==> config.mk <==
export PLATFORM = sky130hd
export DESIGN_NAME = mem_arbiter
export DESIGN_NICKNAME = d
export VERILOG_FILES = /design/src/rtl/mem_arbiter.sv
export SDC_FILE = /design/constraint.sdc
export NUM_CORES = 1
export LEC_CHECK = 0
export CORE_MARGIN = 4
export CORE_UTILIZATION = 39
export DETAILED_ROUTE_END_ITERATION = 6
export PLACE_DENSITY = 0.86
export SKIP_LAST_GASP = 1
export SYNTH_ARGS = -nofsm -noshare
export SYNTH_HDL_FRONTEND = slang
export SYNTH_SLANG_ARGS = --single-unit
==> constraint.sdc <==
create_clock -name clk -period 1.85 [get_ports clk]
set_clock_uncertainty 0.2 [all_clocks]
set_input_delay 0.37 -clock clk [delete_from_list [all_inputs] [get_ports clk]]
set_output_delay 0.37 -clock clk [all_outputs]
set_load 0.02 [all_outputs]
==> src/rtl/mem_arbiter.sv <==
// Two-port (fetch / data) arbiter in front of a single-ported fixed-latency memory.
// Data wins ties until fetch has lost MAX_WAIT times in a row.
module mem_arbiter #(
   parameter int LATENCY  = 2,
   parameter int MAX_WAIT = 4
) (
   input  logic        clk,
   input  logic        rst,
   input  logic        if_req,
   input  logic [31:0] if_addr,
   output logic [31:0] if_rdata,
   output logic        if_valid,
   input  logic        dm_req,
   input  logic        dm_we,
   input  logic [31:0] dm_addr,
   input  logic [31:0] dm_wdata,
   output logic [31:0] dm_rdata,
   output logic        dm_valid,
   output logic        mem_en,
   output logic        mem_we,
   output logic [31:0] mem_addr,
   output logic [31:0] mem_wdata,
   input  logic [31:0] mem_rdata,
   output logic        busy
);

   localparam logic [1:0] S_IDLE  = 2'd0;
   localparam logic [1:0] S_ISSUE = 2'd1;
   localparam logic [1:0] S_WAIT  = 2'd2;
   localparam logic [1:0] S_DONE  = 2'd3;

   localparam logic [3:0] MAX_W  = 4'(MAX_WAIT);
   localparam logic [3:0] LAT_M1 = 4'(LATENCY - 1);

   // Request attributes frozen at grant; port=1 means data port.
   typedef struct packed {
      logic        port;
      logic        we;
      logic [31:0] addr;
      logic [31:0] wdata;
   } req_t;

   logic [1:0]  state;
   logic [3:0]  starve;
   logic [3:0]  wcnt;
   req_t        lat;
   logic [31:0] if_rdata_q;
   logic [31:0] dm_rdata_q;
   logic        grant_fetch;

   // Fetch wins when alone, or when it has been starved MAX_WAIT times.
   assign grant_fetch = if_req & (~dm_req | (starve == MAX_W));

   always_ff @(posedge clk) begin
      if (rst) begin
         state      <= S_IDLE;
         starve     <= '0;
         wcnt       <= '0;
         lat        <= '0;
         if_rdata_q <= '0;
         dm_rdata_q <= '0;
      end else begin
         case (state)
            S_IDLE: begin
               if (if_req | dm_req) begin
                  state <= S_ISSUE;
                  if (grant_fetch) begin
                     lat    <= '{port: 1'b0, we: 1'b0, addr: if_addr, wdata: 32'h0};
                     starve <= '0;
                  end else begin
                     lat <= '{port: 1'b1, we: dm_we, addr: dm_addr, wdata: dm_wdata};
                     if (if_req) starve <= starve + 4'd1;
                  end
               end
            end
            S_ISSUE: begin
               state <= S_WAIT;
               wcnt  <= LAT_M1;
            end
            S_WAIT: begin
               if (wcnt == 4'd0) begin
                  state <= S_DONE;
                  if (lat.port) dm_rdata_q <= lat.we ? 32'h0 : mem_rdata;
                  else          if_rdata_q <= mem_rdata;
               end else begin
                  wcnt <= wcnt - 4'd1;
               end
            end
            default: state <= S_IDLE;
         endcase
      end
   end

   assign mem_en    = (state == S_ISSUE);
   assign mem_we    = mem_en & lat.we;
   assign mem_addr  = lat.addr;
   assign mem_wdata = lat.wdata;
   assign if_valid  = (state == S_DONE) & ~lat.port;
   assign dm_valid  = (state == S_DONE) &  lat.port;
   assign if_rdata  = if_rdata_q;
   assign dm_rdata  = dm_rdata_q;
   assign busy      = (state != S_IDLE);

endmodule

layer_met3.png
Scale bar: 50 um.
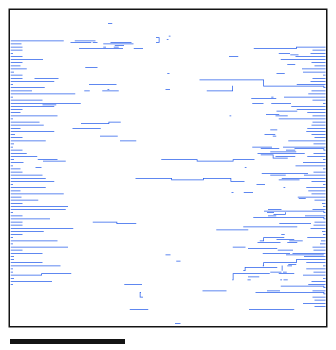
longest straight run = 30.6 um
wire length on this layer = 2290 um

placement.png
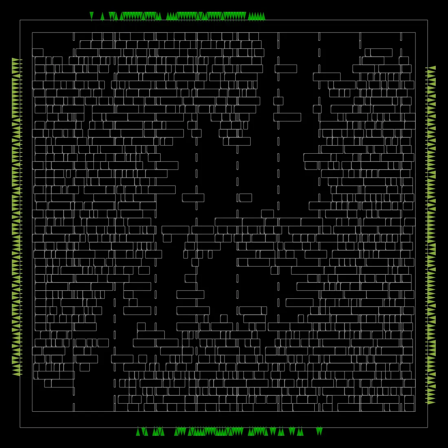
fraction of standard cell area that is sequential: 28.4%
Finished Core Util: 59.8%
sequential cell count of the final layout: 140
post-route insts no fill: 1200
number of tap cells inserted: 220

clk_routes.png
Scale bar: 50 um.
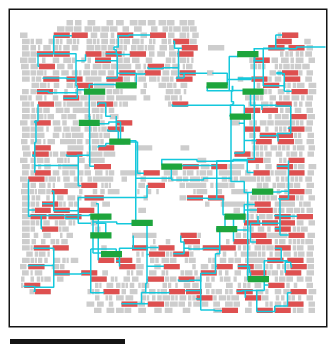
red -> flip-flops  # count 140
green -> clock drivers  # count 17
cyan -> clock wires  # length 1920 um
routed clock nets = 18
flops lie = all over the die

wires.png
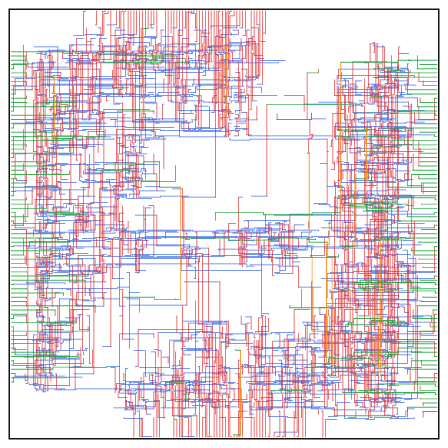
red -> metal 2  # wire length 10400 um
blue -> metal 1  # wire length 8480 um
orange -> metal 4  # wire length 492 um
green -> metal 3  # wire length 2290 um

==> flow_summary.html <==
<h3>Flow metrics</h3>
<table>
<tr><th>Metric</th><th>Value</th></tr>
<tr><th colspan="2">Power and ir drop</th></tr>
<tr><td>Clock network power</td><td>between 0.003 and 0.004 W</td></tr>
<tr><td>Switching component of the power</td><td>approximately 0.0045 W</td></tr>
<tr><td>Biggest power consumer among the groups</td><td>combinational cells</td></tr>
<tr><td>Flop pwr share</td><td>31.5%</td></tr>
<tr><td>Comb pwr</td><td>roughly 0.0049 W</td></tr>
<tr><td>Worst-case vdd ir drop</td><td>~0.84 mV</td></tr>
<tr><td>Proportion of power drawn by the clock network</td><td>28.3%</td></tr>
<tr><td>Overall power consumption</td><td>~0.012 W</td></tr>
<tr><td>Combinational cell fraction of total power</td><td>between 40 and 50%</td></tr>
<tr><td>Internal power summed over all cells</td><td>~0.0076 W</td></tr>
<tr><td>PwrDens</td><td>1230 nW/um^2</td></tr>
<tr><td>Static power due to leakage</td><td>4.00 nW</td></tr>
<tr><td>Switching fraction of total power</td><td>a little under two fifths</td></tr>
<tr><td>Sequential power</td><td>0.00382 W</td></tr>
<tr><th colspan="2">Final timing</th></tr>
<tr><td>Worst-margin pin slew</td><td>0.415 ns</td></tr>
<tr><td>Slew Limit Headroom</td><td>72.4%</td></tr>
<tr><td>Number of failing setup endpoints in the final timing report</td><td>10</td></tr>
<tr><td>Number of hold violations in the final report</td><td>0</td></tr>
<tr><td>Setup repair after global routing missed its margin</td><td>true</td></tr>
<tr><td>Final period util</td><td>110%</td></tr>
<tr><td>Total Neg Setup Slack</td><td>-0.435 ns</td></tr>
<tr><td>Fmax</td><td>492 MHz</td></tr>
<tr><td>Tightest hold margin</td><td>0.184 ns</td></tr>
<tr><td>Post-route setup slack</td><td>-0.182 ns</td></tr>
<tr><td>Count of pins over their slew limit</td><td>0</td></tr>
<tr><td>Clock period minus final worst setup slack</td><td>2.03 ns</td></tr>
<tr><th colspan="2">Synth</th></tr>
<tr><td>Share of synthesized area occupied by flip-flops and latches</td><td>42.8%</td></tr>
<tr><td>Synth cell types</td><td>40</td></tr>
<tr><td>Share of the synthesized area in the top cell type</td><td>42.8%</td></tr>
<tr><td>Average cell area after synthesis</td><td>8.39 um^2</td></tr>
<tr><td>Post-synthesis cell count from yosys</td><td>780</td></tr>
<tr><td>Yosys warning count</td><td>0</td></tr>
<tr><td>Commonest register cell after synthesis</td><td>dfxtp_1</td></tr>
<tr><td>Most numerous cell in the Yosys netlist</td><td>dfxtp_1</td></tr>
<tr><td>Synthesis-stage register bit count</td><td>140</td></tr>
<tr><td>Number of nets at floorplan</td><td>around 900</td></tr>
<tr><td>Number of synthesized flops with an enable pin</td><td>0</td></tr>
<tr><td>Post-synthesis cell area</td><td>6540 um^2</td></tr>
<tr><td>Cells after Synth</td><td>about 780</td></tr>
<tr><td>Synth area leaders</td><td>dfxtp_1 (43%), a21oi_1 (7.8%), buf_4 (7.8%)</td></tr>
<tr><td>Post-synthesis async set-or-reset flop share</td><td>0%</td></tr>
<tr><td>Dominant cell type by area after synthesis</td><td>dfxtp_1</td></tr>
<tr><td>Area of the synthesized netlist per yosys stat</td><td>6540 um^2</td></tr>
<tr><td>Most common library cells after synthesis</td><td>dfxtp_1 (140), a21oi_1 (102), buf_4 (68)</td></tr>
<tr><th colspan="2">Setup path</th></tr>
<tr><td>CP max stage delay</td><td>0.36 ns</td></tr>
<tr><td>Type of element launching the critical path</td><td>register</td></tr>
<tr><td>Count of buffer and inverter cells on the critical path</td><td>4</td></tr>
<tr><td>Cell family contributing the most delay on the critical path</td><td>buffers and inverters</td></tr>
<tr><td>Max Fanout on Critical Path</td><td>16</td></tr>
<tr><td>Worst Setup Path Type</td><td>register to register</td></tr>
<tr><td>Worst Path Arrival</td><td>2.12 ns</td></tr>
<tr><td>Type of destination of the critical path</td><td>register</td></tr>
<tr><td>Required time of the worst setup path</td><td>1.94 ns</td></tr>
<tr><td>Worst path most repeated cell</td><td>buf_4</td></tr>
<tr><td>Highest-delay cell along the critical path</td><td>dfxtp_4</td></tr>
<tr><td>Ordered cell list for the critical path</td><td>inv_2 &gt; buf_4 &gt; ha_4 &gt; buf_4 &gt; nand4bb_4 &gt; clkbuf_16 &gt; o21ai_0 &gt; a21oi_1</td></tr>
<tr><th colspan="2">Route</th></tr>
<tr><td>TritonRoute pass-1 iters</td><td>5</td></tr>
<tr><td>First DRT Iteration DRCs</td><td>335</td></tr>
<tr><td>Antenna viol nets, final</td><td>0</td></tr>
<tr><td>Number of vias per cell after detailed routing</td><td>around 5.6</td></tr>
<tr><td>DRC Markers</td><td>0</td></tr>
<tr><td>Average detailed-routed wire length per instance</td><td>18.0 um</td></tr>
<tr><td>Detailed Route WL</td><td>approximately 22000 um</td></tr>
<tr><td>Total number of vias</td><td>6665</td></tr>
<tr><th colspan="2">Placed design</th></tr>
<tr><td>Total half-perimeter wirelength after legalization and detailed placement</td><td>13700 um</td></tr>
<tr><td>Last weighted congestion value of the routability-driven placer</td><td>~0.76</td></tr>
<tr><td>Standard cell area after detailed placement</td><td>just over 9000 um^2</td></tr>
<tr><td>Pre-CTS worst setup slack</td><td>-0.238 ns</td></tr>
<tr><td>Post-placement cell count</td><td>1158</td></tr>
<tr><td>PortBufs</td><td>265</td></tr>
<tr><th colspan="2">Clock network</th></tr>
<tr><td>Clock tree from TritonCTS</td><td>done</td></tr>
<tr><td>Maximum root-to-sink buffer count</td><td>2</td></tr>
<tr><td>Latency at later pin</td><td>0.42 ns</td></tr>
<tr><td>Inserted Clock Buffers</td><td>17</td></tr>
<tr><td>Library cell used as clock root buffer</td><td>clkbuf_16</td></tr>
<tr><td>CTS Sinks</td><td>140</td></tr>
<tr><td>Count of H-tree levels built during CTS</td><td>4</td></tr>
<tr><td>Clock transition at the register clock pins on the worst setup and hold paths after CTS</td><td>roughly 0.06 ns</td></tr>
<tr><td>Post-CTS Hold Fix Bufs</td><td>0</td></tr>
<tr><th colspan="2">Layout</th></tr>
<tr><td>Sequential Area</td><td>~2800 um^2</td></tr>
<tr><td>Most frequent cells in the layout</td><td>dfxtp_1 (137), clkdlybuf4s50_1 (131), dlygate4sd2_1 (128), a21oi_1 (100), nand3_1 (65)</td></tr>
<tr><td>Number of diodes</td><td>0</td></tr>
<tr><td># fillers</td><td>1394</td></tr>
<tr><td>Combinational gate area</td><td>2960 um^2</td></tr>
<tr><td>Relative area change from synthesis to final layout</td><td>51.1%</td></tr>
<tr><td>Non-Filler Cell Area, Final</td><td>9880 um^2</td></tr>
<tr><td>Top logic cell by instance count in the layout</td><td>dfxtp_1</td></tr>
<tr><td>Final #Nets</td><td>~1.1k</td></tr>
<tr><td>Share of cells above drive strength 1</td><td>12.2%</td></tr>
<tr><th colspan="2">Floorplan</th></tr>
<tr><td>I/O pin count</td><td>266</td></tr>
<tr><td>Core Rows</td><td>47</td></tr>
<tr><td>Area of the placeable core</td><td>between 15000 and 20000 um^2</td></tr>
<tr><td>Vert. Die Dim</td><td>138 um</td></tr>
<tr><td>Core utilization before placement</td><td>39.6%</td></tr>
<tr><td>Die footprint</td><td>18900 um^2</td></tr>
<tr><td>Die extent in x</td><td>138 um</td></tr>
<tr><th colspan="2">GRT</th></tr>
<tr><td>GRT Residual Overflow</td><td>0</td></tr>
<tr><td>Number of global-route vias before repair</td><td>6050</td></tr>
<tr><td>Number of antenna violations at the first check in global routing</td><td>0</td></tr>
<tr><td>Maximum number of pins on one net before global-route repair</td><td>about 65</td></tr>
<tr><td>Global router's overall resource usage</td><td>between 20 and 25%</td></tr>
<tr><td>First-pass GRT wire length</td><td>30700 um</td></tr>
<tr><th colspan="2">Job</th></tr>
<tr><td>Reported max-cap violation count</td><td>0</td></tr>
<tr><td>Tool warnings</td><td>33</td></tr>
<tr><th colspan="2">Status</th></tr>
<tr><td>Violations in the final reports</td><td>setup timing</td></tr>
<tr><td>Outcome</td><td>complete, but fails checks</td></tr>
<tr><th colspan="2">Hold path</th></tr>
<tr><td>Hold Crit Class</td><td>input port to register</td></tr>
</table>
sequential cells by signal, summed over array words and instances (netlist names):
signal     count
wcnt           4
state          2
dm_rdata      32
if_rdata      32
mem_addr      32
lat            2
mem_wdata     32
starve         4
layer usage:
layer  wire, um  GRT usage (%)
met1       8480           24.9
met2      10400           32.8
met3       2290           7.05
met4        492           7.15
met5          0              0
what timing repair did:
action	4_1_cts	5_1_grt
setup buffers	0	1
resized	168	41
gates cloned	0	9
pin swaps	0	6
setup endpoints to repair	237	96
kinds of logic after synthesis:
| kind of cell | count (synthesis) | share of synthesized area (%) |
|---|---|---|
| adders and majority gates | 8 | 1.53 |
| DFF | 140 | 42.8 |
| and+or+nand+nor | 227 | 19.5 |
| muxes | 2 | 0.306 |
| buffers and inverters | 160 | 13.6 |
| AOI/OAI and AO/OA | 243 | 22.2 |
worst paths after layout:
path                            cells after the start  slack, ns                       from                         to
worst max-delay path                                8      -0.18      state[0]$_SDFFE_PP0P_  dm_rdata[22]$_SDFFE_PP0P_
worst min-delay path                                2       0.18                        rst       lat[65]$_SDFFE_PP0P_
worst max register to register                      8      -0.18      state[0]$_SDFFE_PP0P_  dm_rdata[22]$_SDFFE_PP0P_
worst min register to register                      2       0.25  mem_wdata[2]$_SDFFE_PP0P_  mem_wdata[2]$_SDFFE_PP0P_
cell type report:
| type | instances | area share, % |
|---|---|---|
| Timing Repair Buffer | 319 | 32.5 |
| Tap cell | 220 | 2.79 |
| Sequential cell | 140 | 28.4 |
| Inverter | 9 | 0.342 |
| Multi-Input combinational cell | 480 | 30.0 |
| Clock buffer | 18 | 4.34 |
| Clock inverter | 14 | 1.62 |
No activity file was given, so power comes from the tool's default toggle rates.
